`src/rtl/uart_line_rx.sv`:
```
// UART 8N1 receiver with a NUL-terminated line assembler and a registered random-access read port.
// Optional even-parity reception is enabled by defining UART_LINE_PARITY_EN.
module uart_line_rx #(
  parameter int          CLKS_PER_BIT = 5625,
  parameter int          BUF_DEPTH    = 64,
  parameter logic [7:0]  TERM_CHAR    = 8'h00
) (
  input  logic                         clk,
  input  logic                         rst_n,
  input  logic                         rx_pin,
  output logic                         byte_valid,
  output logic [7:0]                   byte_data,
  output logic                         line_valid,
  output logic [$clog2(BUF_DEPTH):0]   line_len,
  input  logic [$clog2(BUF_DEPTH)-1:0] rd_addr,
  output logic [7:0]                   rd_data,
  input  logic                         line_ack,
  output logic                         frame_err,
  output logic                         overflow,
  output logic                         parity_err
);

  localparam int AW = $clog2(BUF_DEPTH);
  localparam int LW = AW + 1;
  localparam int CW = $clog2(CLKS_PER_BIT);
  localparam logic [CW-1:0] FULL_M1 = CW'(CLKS_PER_BIT - 1);
  localparam logic [CW-1:0] HALF_M1 = CW'(CLKS_PER_BIT / 2 - 1);
  localparam logic [LW-1:0] DEPTH_L = LW'(BUF_DEPTH);

`ifdef UART_LINE_PARITY_EN
  typedef enum logic [2:0] {S_IDLE, S_START, S_DATA, S_PARITY, S_STOP} rx_state_t;
`else
  typedef enum logic [1:0] {S_IDLE, S_START, S_DATA, S_STOP} rx_state_t;
`endif
  typedef enum logic {A_FILL, A_HOLD} asm_state_t;

  rx_state_t  r_rx_state, w_rx_next;
  asm_state_t r_asm_state, w_asm_next;

  logic          r_rx_meta, r_rx_sync;
  logic [CW-1:0] r_clk_cnt;
  logic [2:0]    r_bit_cnt;
  logic [7:0]    r_shift;
  logic          w_tick, w_stop_sample, w_good, w_ferr, w_perr;
`ifdef UART_LINE_PARITY_EN
  logic          r_par_bit;
`endif

  logic          r_byte_valid, r_frame_err, r_parity_err, r_overflow, r_line_valid;
  logic [7:0]    r_byte_data, r_rd_data;
  logic [LW-1:0] r_wr_idx, r_line_len;
  logic [7:0]    r_buf [BUF_DEPTH];
  logic          w_is_term, w_full, w_wr_en, w_close, w_release, w_ovf;

  // Two-flop synchroniser; resets to idle-high so reset release never looks like a start bit
  always_ff @(posedge clk or negedge rst_n) begin
    if (!rst_n) begin
      r_rx_meta <= 1'b1;
      r_rx_sync <= 1'b1;
    end else begin
      r_rx_meta <= rx_pin;
      r_rx_sync <= r_rx_meta;
    end
  end

  // START waits half a bit to land on the start-bit centre; later states wait a full bit
  assign w_tick = (r_rx_state == S_START) ? (r_clk_cnt == HALF_M1) : (r_clk_cnt == FULL_M1);

  // Rx state register
  always_ff @(posedge clk or negedge rst_n) begin
    if (!rst_n) begin
      r_rx_state <= S_IDLE;
    end else begin
      r_rx_state <= w_rx_next;
    end
  end

  // Rx next-state logic
  always_comb begin
    w_rx_next = r_rx_state;
    case (r_rx_state)
      S_IDLE:   if (!r_rx_sync) w_rx_next = S_START; else w_rx_next = S_IDLE;
      S_START:  if (w_tick) w_rx_next = r_rx_sync ? S_IDLE : S_DATA; else w_rx_next = S_START;
`ifdef UART_LINE_PARITY_EN
      S_DATA:   if (w_tick && (r_bit_cnt == 3'd7)) w_rx_next = S_PARITY; else w_rx_next = S_DATA;
      S_PARITY: if (w_tick) w_rx_next = S_STOP; else w_rx_next = S_PARITY;
`else
      S_DATA:   if (w_tick && (r_bit_cnt == 3'd7)) w_rx_next = S_STOP; else w_rx_next = S_DATA;
`endif
      S_STOP:   if (w_tick) w_rx_next = S_IDLE; else w_rx_next = S_STOP;
      default:  w_rx_next = S_IDLE;
    endcase
  end

  // Rx output decode at the stop-bit sample
  always_comb begin
    w_stop_sample = (r_rx_state == S_STOP) && w_tick;
`ifdef UART_LINE_PARITY_EN
    w_perr = w_stop_sample && ((^r_shift) != r_par_bit);
`else
    w_perr = 1'b0;
`endif
    w_ferr = w_stop_sample && !r_rx_sync;
    w_good = w_stop_sample && r_rx_sync && !w_perr;
  end

  // Rx bit timing and shift register
  always_ff @(posedge clk or negedge rst_n) begin
    if (!rst_n) begin
      r_clk_cnt <= {CW{1'b0}};
      r_bit_cnt <= 3'd0;
      r_shift   <= 8'h00;
`ifdef UART_LINE_PARITY_EN
      r_par_bit <= 1'b0;
`endif
    end else begin
      if ((r_rx_state == S_IDLE) || w_tick) begin
        r_clk_cnt <= {CW{1'b0}};
      end else begin
        r_clk_cnt <= r_clk_cnt + {{(CW-1){1'b0}}, 1'b1};
      end
      if (r_rx_state == S_IDLE) begin
        r_bit_cnt <= 3'd0;
      end else if ((r_rx_state == S_DATA) && w_tick) begin
        r_bit_cnt <= r_bit_cnt + 3'd1;
        r_shift   <= {r_rx_sync, r_shift[7:1]};
      end
`ifdef UART_LINE_PARITY_EN
      if ((r_rx_state == S_PARITY) && w_tick) begin
        r_par_bit <= r_rx_sync;
      end
`endif
    end
  end

  // Registered receive pulses; byte_data holds the last good byte
  always_ff @(posedge clk or negedge rst_n) begin
    if (!rst_n) begin
      r_byte_valid <= 1'b0;
      r_byte_data  <= 8'h00;
      r_frame_err  <= 1'b0;
      r_parity_err <= 1'b0;
    end else begin
      r_byte_valid <= w_good;
      r_frame_err  <= w_ferr;
      r_parity_err <= w_perr;
      if (w_good) begin
        r_byte_data <= r_shift;
      end
    end
  end

  assign w_is_term = (r_byte_data == TERM_CHAR);
  assign w_full    = (r_wr_idx == DEPTH_L);

  // Assembler state register
  always_ff @(posedge clk or negedge rst_n) begin
    if (!rst_n) begin
      r_asm_state <= A_FILL;
    end else begin
      r_asm_state <= w_asm_next;
    end
  end

  // Assembler next-state logic
  always_comb begin
    w_asm_next = r_asm_state;
    case (r_asm_state)
      A_FILL:  if (r_byte_valid && w_is_term) w_asm_next = A_HOLD; else w_asm_next = A_FILL;
      A_HOLD:  if (line_ack) w_asm_next = A_FILL; else w_asm_next = A_HOLD;
      default: w_asm_next = A_FILL;
    endcase
  end

  // Assembler actions; a byte arriving with the ack in HOLD is still dropped
  always_comb begin
    w_close   = (r_asm_state == A_FILL) && r_byte_valid && w_is_term;
    w_wr_en   = (r_asm_state == A_FILL) && r_byte_valid && !w_is_term && !w_full;
    w_release = (r_asm_state == A_HOLD) && line_ack;
    w_ovf     = r_byte_valid && ((r_asm_state == A_HOLD) || (!w_is_term && w_full));
  end

  // Write index, line length and line status
  always_ff @(posedge clk or negedge rst_n) begin
    if (!rst_n) begin
      r_wr_idx     <= {LW{1'b0}};
      r_line_len   <= {LW{1'b0}};
      r_line_valid <= 1'b0;
      r_overflow   <= 1'b0;
    end else begin
      r_overflow <= w_ovf;
      if (w_release) begin
        r_wr_idx     <= {LW{1'b0}};
        r_line_valid <= 1'b0;
      end else if (w_close) begin
        r_line_len   <= r_wr_idx;
        r_line_valid <= 1'b1;
      end else if (w_wr_en) begin
        r_wr_idx <= r_wr_idx + {{AW{1'b0}}, 1'b1};
      end
    end
  end

  // Line buffer storage, contents undefined after reset
  always_ff @(posedge clk) begin
    if (w_wr_en) begin
      r_buf[r_wr_idx[AW-1:0]] <= r_byte_data;
    end
  end

  // Registered read port
  always_ff @(posedge clk or negedge rst_n) begin
    if (!rst_n) begin
      r_rd_data <= 8'h00;
    end else begin
      r_rd_data <= r_buf[rd_addr];
    end
  end

  assign byte_valid = r_byte_valid;
  assign byte_data  = r_byte_data;
  assign line_valid = r_line_valid;
  assign line_len   = r_line_len;
  assign rd_data    = r_rd_data;
  assign frame_err  = r_frame_err;
  assign overflow   = r_overflow;
  assign parity_err = r_parity_err;

endmodule

```
`config.mk`:
```
export PLATFORM = sky130hd
export DESIGN_NAME = uart_line_rx
export DESIGN_NICKNAME = d
export VERILOG_FILES = /design/src/rtl/uart_line_rx.sv
export SDC_FILE = /design/constraint.sdc
export NUM_CORES = 1
export LEC_CHECK = 0
export CAP_MARGIN = 25
export CORE_ASPECT_RATIO = 1.5
export CORE_MARGIN = 4
export CORE_UTILIZATION = 55
export DETAILED_ROUTE_END_ITERATION = 8
export PLACE_DENSITY = 0.85
export REMOVE_ABC_BUFFERS = 1
export SYNTH_ARGS = -nofsm -noshare
export SYNTH_HDL_FRONTEND = slang
export SYNTH_SLANG_ARGS = --single-unit
```
`constraint.sdc`:
```
create_clock -name clk -period 3 [get_ports clk]
set_input_delay 0.45 -clock clk [delete_from_list [all_inputs] [get_ports clk]]
set_output_delay 0.45 -clock clk [all_outputs]
set_load 0.05 [all_outputs]
```
==> images/layer_met4.png <==
(1.5 px per um)
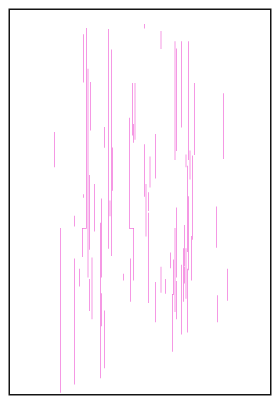
nets with wire on the layer = 52
wire length on this layer = 2,830 um
longest straight run = 146 um
share of all routed wire = 5.4%
WL final: 52,100 um
vias: 11,700

==> results.yml <==
# yosys + openroad results
status:
  status: "complete, no violations"
power:
  p_switching_mw: 2.96
  p_leak_nw: 7.20
  power_frac_comb_pct: 2.6
  pwr-share-seq_pct: 56.7
  power_density_nw_per_um2: 592
  seq_power_mw: 8.61
  pwr-share-clk_pct: 40.7
  swShare_pct: 19.5
cts:
  ctsResizeCount: 0
  insertion_delay_ns: 0.56
  htree_levels: 2
  numCtsBuffers: 48
  cts.sinks: 575
  root_buffer: "clkbuf_16"
  post_cts_buffers: 0
  cts_tree: "done"
  cts_hold_buffers: 1
  clock_path_buffers: 3
detailed_routing:
  route.met3.wl_um: 4220
  via_per_inst: 6.51
  wl_met1_um: 17800
  ant_nets: 0
  drc: 0
  drt_iter0_drc: 1515
  top_layer: "met5"
  dr_wl_met2_um: 27200
  firstDrtPassIters: 5
min_path:
  whs_endpoint: "r_rx_meta"
  hold_start: "rx_pin"
final_layout:
  utilization_pct: 63.4
  clkCellAreaFrac_pct: 6.00
  flop_area_um2: 17000
  syn_to_final_growth_pct: 13.8
  logic_gate_count: 490
  drive_above_1_share_pct: 27.3
  layoutNonFillerInstCount: 1802
  layout_top_cell: "edfxtp_1"
  seq_share_pct: 66.1
  num_antenna_cells: 0
  num-nonclk-inverters: 4
  fillers: 2500
  sh_comb_area_pct: 20.5
  n_all_buffers: 142
  largest_cell_class: "flip-flops and latches"
  largest_reg_flops: 512
  final_nets: 1276
  flops: 575
critical_path:
  critPathBufInv: 2
  critPathLaunch: "byte_data[5]"
  rr_endpoint: "r_buf[13][1]"
  cp.arrival_ns: 2.46
  critPathMaxFanout: 66
  crit_required_ns: 2.55
  slowest_delay_ns: 0.94
  cp_slowest_cell: "clkdlybuf4s50_1"
  endpoint: "byte_data[5]"
  path_class: "register to output port"
  cp-end-kind: "output port"
  regToRegSetupSlack_ns: 0.36
sta:
  drv_slew: 0
  fin_ws_ns: 0.0947
  setup_violations: 0
  whs_ns: 0.307
  finalClockSkew_ns: 0.0196
  post-route-period-util_pct: 96.8
  timing.fmax_ghz: 0.344
grt:
  grt_max_degree: 67
  grt.met2_usage_pct: 40.8
  top_usage_layer: "met2"
  grt.met1_usage_pct: 29.8
  grt_use_total_pct: 23.6
  use_met3_pct: 3.66
  antenna_found_initial: 2
floorplan:
  rows: 90
  die-area_um2: 44400
  ios: 38
  tap_cells: 506
yosys:
  yosys.area.top_type: "edfxtp_1"
  syn-cell-area_um2: 22500
  simple_gate_area_share_pct: 4.08
  most_common_cell: "edfxtp_1"
  synthAoiAreaFrac_pct: 2.60
  synth_cell_types: 60
  postSynthCellCount: 1130
  ys_seq_share_pct: 75.2
  yosysWarnings: 0
  syn_area_per_cell_um2: 20.0
  flop_cell: "edfxtp_1"
placed_design:
  dp_worst_setup_slack_ns: 0.237
  gp_congestion: 0.846
job:
  warning_count: 26
==> images/io_placement.png <==
(1.5 px per um) Pins as bars across the die edge, other pins in grey.
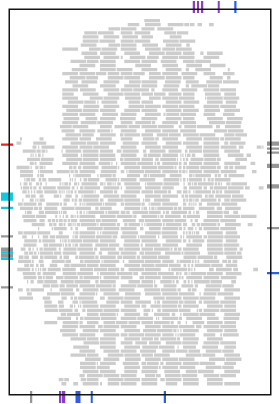
red -> `rst_n`  # pins 1, direction input, edge left
blue -> `rd_addr`  # pins 6, direction input, edge 4 bottom, 1 top, 1 right
cyan -> `line_len`  # pins 7, direction output, edge left
purple -> `byte_data`  # pins 8, direction output, edge 4 top, 4 bottom
all pins by edge = 14 left, 10 right, 9 bottom, 5 top
Die W: 173 um
die y size: 256 um
# port buffers: 36

No activity file was given, so power comes from the tool's default toggle rates.
